placement_by_type.png
Scale bar: 20 um. Fill, decap, tap and diode cells in grey.
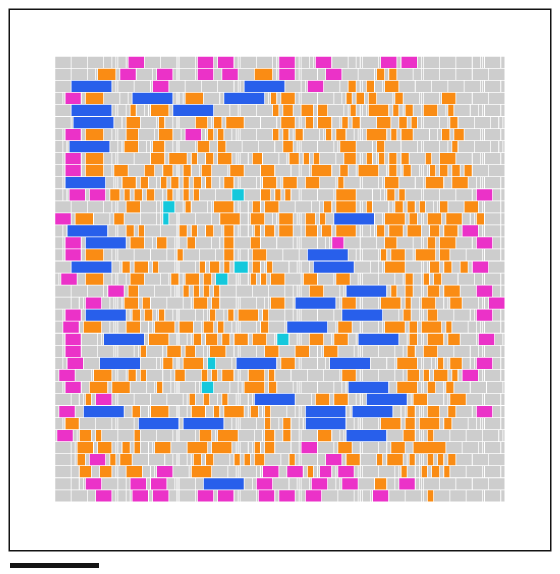
wires.png
Scale bar: 20 um. Two of the layers only.
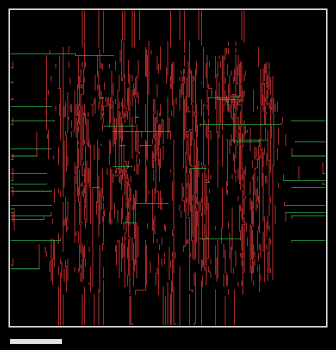
congestion.png
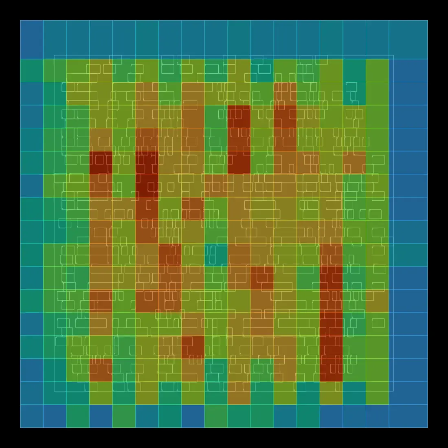
cell_density.png
12 x 12 tiles, from black (low) to pale yellow (high), 0 to 100% covered.
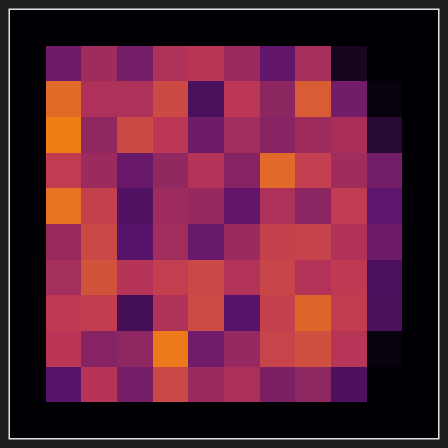
flops_by_reg.png
Scale bar: 20 um.
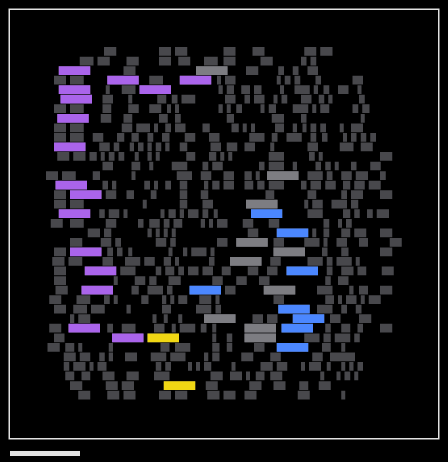
[config.mk]
export PLATFORM = sky130hd
export DESIGN_NAME = jmp_seq
export DESIGN_NICKNAME = d
export VERILOG_FILES = /design/src/rtl/jmp_pkg.sv /design/src/rtl/jmp_cond.sv /design/src/rtl/jmp_seq.sv
export SDC_FILE = /design/constraint.sdc
export NUM_CORES = 1
export LEC_CHECK = 0
export CELL_PAD_IN_SITES_DETAIL_PLACEMENT = 1
export CELL_PAD_IN_SITES_GLOBAL_PLACEMENT = 2
export CORE_MARGIN = 10
export CORE_UTILIZATION = 34
export CTS_BUF_LIST = sky130_fd_sc_hd__clkbuf_4
export DETAILED_ROUTE_END_ITERATION = 8
export PLACE_DENSITY_LB_ADDON = 0.1
export SYNTH_ARGS = -nofsm -noshare
export SYNTH_HDL_FRONTEND = slang
export SYNTH_SLANG_ARGS = --single-unit
export TNS_END_PERCENT = 5
[constraint.sdc]
create_clock -name clk -period 6.7 [get_ports clk]
set_input_delay 1.34 -clock clk [delete_from_list [all_inputs] [get_ports clk]]
set_output_delay 1.34 -clock clk [all_outputs]
set_load 0.03 [all_outputs]
[src/rtl/jmp_pkg.sv]
// Shared types and constants for the jump sequencer and its condition evaluator.
package jmp_pkg;

    typedef enum logic [1:0] {
        IDLE     = 2'd0,
        FETCH_HI = 2'd1,
        FETCH_LO = 2'd2,
        EXEC     = 2'd3
    } state_t;

    localparam int COND_ALWAYS = 0;
    localparam int COND_EQ     = 1;
    localparam int COND_NE     = 2;
    localparam int COND_LTU    = 3;
    localparam int COND_LEU    = 4;
    localparam int COND_GTU    = 5;
    localparam int COND_GEU    = 6;
    localparam int COND_LT     = 7;
    localparam int COND_LE     = 8;
    localparam int COND_GT     = 9;
    localparam int COND_GE     = 10;

    // The jump instruction is opcode, operand high byte, operand low byte.
    localparam int OFS_HI   = 1;
    localparam int OFS_LO   = 2;
    localparam int INSN_LEN = 3;

endpackage

[src/rtl/jmp_cond.sv]
// Combinational branch-condition evaluator: condition code plus ALU flags -> taken.
module jmp_cond
    import jmp_pkg::*;
#(
    parameter int COND_W = 4
) (
    input  logic [COND_W-1:0] cond_sel,
    input  logic              zflag,
    input  logic              cflag,
    input  logic              oflag,
    input  logic              sflag,
    output logic              taken
);

    logic lt_signed;

    assign lt_signed = oflag ^ sflag;

    // Unassigned codes fall to the default and are never taken.
    always_comb begin
        taken = 1'b0;
        case (cond_sel)
            COND_W'(COND_ALWAYS): taken = 1'b1;
            COND_W'(COND_EQ):     taken = zflag;
            COND_W'(COND_NE):     taken = ~zflag;
            COND_W'(COND_LTU):    taken = cflag;
            COND_W'(COND_LEU):    taken = cflag | zflag;
            COND_W'(COND_GTU):    taken = ~(cflag | zflag);
            COND_W'(COND_GEU):    taken = ~cflag;
            COND_W'(COND_LT):     taken = lt_signed;
            COND_W'(COND_LE):     taken = lt_signed | zflag;
            COND_W'(COND_GT):     taken = ~lt_signed & ~zflag;
            COND_W'(COND_GE):     taken = ~lt_signed;
            default:              taken = 1'b0;
        endcase
    end

endmodule

[src/rtl/jmp_seq.sv]
// Multi-cycle jump sequencer: resolves the condition, fetches the 16-bit operand
// over a req/ack port, then issues a one-cycle PC load.
module jmp_seq
    import jmp_pkg::*;
#(
    parameter int ADDR_W = 16,
    parameter int COND_W = 4
) (
    input  logic              clk,
    input  logic              rst,
    input  logic              start,
    input  logic [COND_W-1:0] cond_sel,
    input  logic              rel,
    input  logic              zflag,
    input  logic              cflag,
    input  logic              oflag,
    input  logic              sflag,
    input  logic [ADDR_W-1:0] pc,
    output logic              mem_req,
    output logic [ADDR_W-1:0] mem_addr,
    input  logic              mem_ack,
    input  logic [7:0]        mem_data,
    output logic              pc_load,
    output logic [ADDR_W-1:0] pc_next,
    output logic              taken,
    output logic              busy
);

    state_t            state;
    state_t            state_nxt;
    logic [ADDR_W-1:0] pc_l;
    logic              rel_l;
    logic              taken_l;
    logic [7:0]        hi;
    logic [7:0]        lo;
    logic              cond_taken;
    logic [ADDR_W-1:0] fall_through;
    logic [ADDR_W-1:0] operand;
    logic [ADDR_W-1:0] target;

    jmp_cond #(
        .COND_W (COND_W)
    ) u_cond (
        .cond_sel (cond_sel),
        .zflag    (zflag),
        .cflag    (cflag),
        .oflag    (oflag),
        .sflag    (sflag),
        .taken    (cond_taken)
    );

    assign fall_through = pc_l + ADDR_W'(INSN_LEN);
    assign operand      = ADDR_W'({hi, lo});
    assign target       = rel_l ? (fall_through + operand) : operand;

    // The condition is resolved at start, so only its result needs to be kept.
    always_ff @(posedge clk or posedge rst) begin
        if (rst) begin
            state   <= IDLE;
            pc_l    <= '0;
            rel_l   <= 1'b0;
            taken_l <= 1'b0;
            hi      <= 8'h00;
            lo      <= 8'h00;
        end else begin
            state <= state_nxt;
            if (state == IDLE && start) begin
                pc_l    <= pc;
                rel_l   <= rel;
                taken_l <= cond_taken;
                hi      <= 8'h00;
                lo      <= 8'h00;
            end
            if (state == FETCH_HI && mem_ack) hi <= mem_data;
            if (state == FETCH_LO && mem_ack) lo <= mem_data;
        end
    end

    always_comb begin
        state_nxt = state;
        mem_req   = 1'b0;
        mem_addr  = '0;
        pc_load   = 1'b0;
        pc_next   = '0;
        taken     = 1'b0;
        busy      = (state != IDLE);
        case (state)
            IDLE: begin
                if (start) state_nxt = cond_taken ? FETCH_HI : EXEC;
            end
            FETCH_HI: begin
                mem_req  = 1'b1;
                mem_addr = pc_l + ADDR_W'(OFS_HI);
                if (mem_ack) state_nxt = FETCH_LO;
            end
            FETCH_LO: begin
                mem_req  = 1'b1;
                mem_addr = pc_l + ADDR_W'(OFS_LO);
                if (mem_ack) state_nxt = EXEC;
            end
            EXEC: begin
                pc_load   = 1'b1;
                taken     = taken_l;
                pc_next   = taken_l ? target : fall_through;
                state_nxt = IDLE;
            end
            default: state_nxt = IDLE;
        endcase
    end

endmodule

==> impl_metrics.py <==
# Physical implementation metrics
metrics = {
    "finish": {
        "syn2layout_area_growth_pct": 24.3,
        "inverters": 19,
        "fill_cells": 1242,
        "lay_top_count": "clkdlybuf4s50_1",
        "nonClkBufAreaFrac": 0.167,
        "fin_cells": 627,
        "lay_top_cells": "clkdlybuf4s50_1 (72), nand2_1 (42), nor2_1 (36), dfrtp_1 (36), o21ai_0 (32)",
        "reg.largest.list": "pc_l x16, hi x8, lo x8",
        "fin_area_um2": 4400,
    },
    "timing": {
        "setup_viol": 0,
        "maxSlewViolCount": 0,
        "clock.fmax_mhz": 172,
    },
    "grt": {
        "grt_max_degree": 37,
        "antenna_found_initial": 0,
        "grt_pass1_wl_um": 19600,
        "grtUsageMet2": 0.283,
    },
    "placement": {
        "io_buffer_count": 72,
        "dp_hpwl_um": 9550,
    },
    "yosys": {
        "ff_type": "dfrtp_1",
    },
    "critical_path": {
        "crit_cells": 14,
        "r2r_start": "state[1]",
        "crit_slowest_cell": "clkdlybuf4s50_1",
        "end_kind": "primary output",
    },
    "min_path": {
        "hold-path-cell-count": 1,
    },
    "outcome": {
        "status": "complete, no violations",
    },
    "clocking": {
        "htree_levels": 2,
        "post_cts_resized": 0,
        "cts.repair_timing.setup_buffer_count": 0,
        "cts_inserted_buffers": 5,
    },
    "pwr": {
        "p_sw_mw": 1.49,
    },
    "floorplan": {
        "io_pins": 73,
    },
}
Back to the opening pictures, placement_by_type.png:
| colour | class | cells |
|---|---|---|
| magenta | other buffers and delay cells | 74 |
| blue | flops | 36 |
| orange | combinational and other logic | 373 |
| cyan | clock drivers and dummy loads | 8 |

Back to the opening pictures, wires.png:
| colour | layer | wire length |
|---|---|---|
| green | metal 3 | 512 um |
| red | metal 2 | 5,870 um |

Back to the opening pictures, congestion.png:
layer with the highest usage: met2
met1 Use GR: 0.204

Back to the opening pictures, cell_density.png:
nearly empty tiles: 32%
densest ninth of the die: middle
emptiest ninth of the die: top right
mean over tiles: 28%
fullest tile: 71%

Back to the opening pictures, flops_by_reg.png:
| colour | signal | flops |
|---|---|---|
| yellow | `state` | 2 |
| purple | `pc_l` | 16 |
| blue | `lo` | 8 |

Power is estimated from default activity; no workload was simulated.
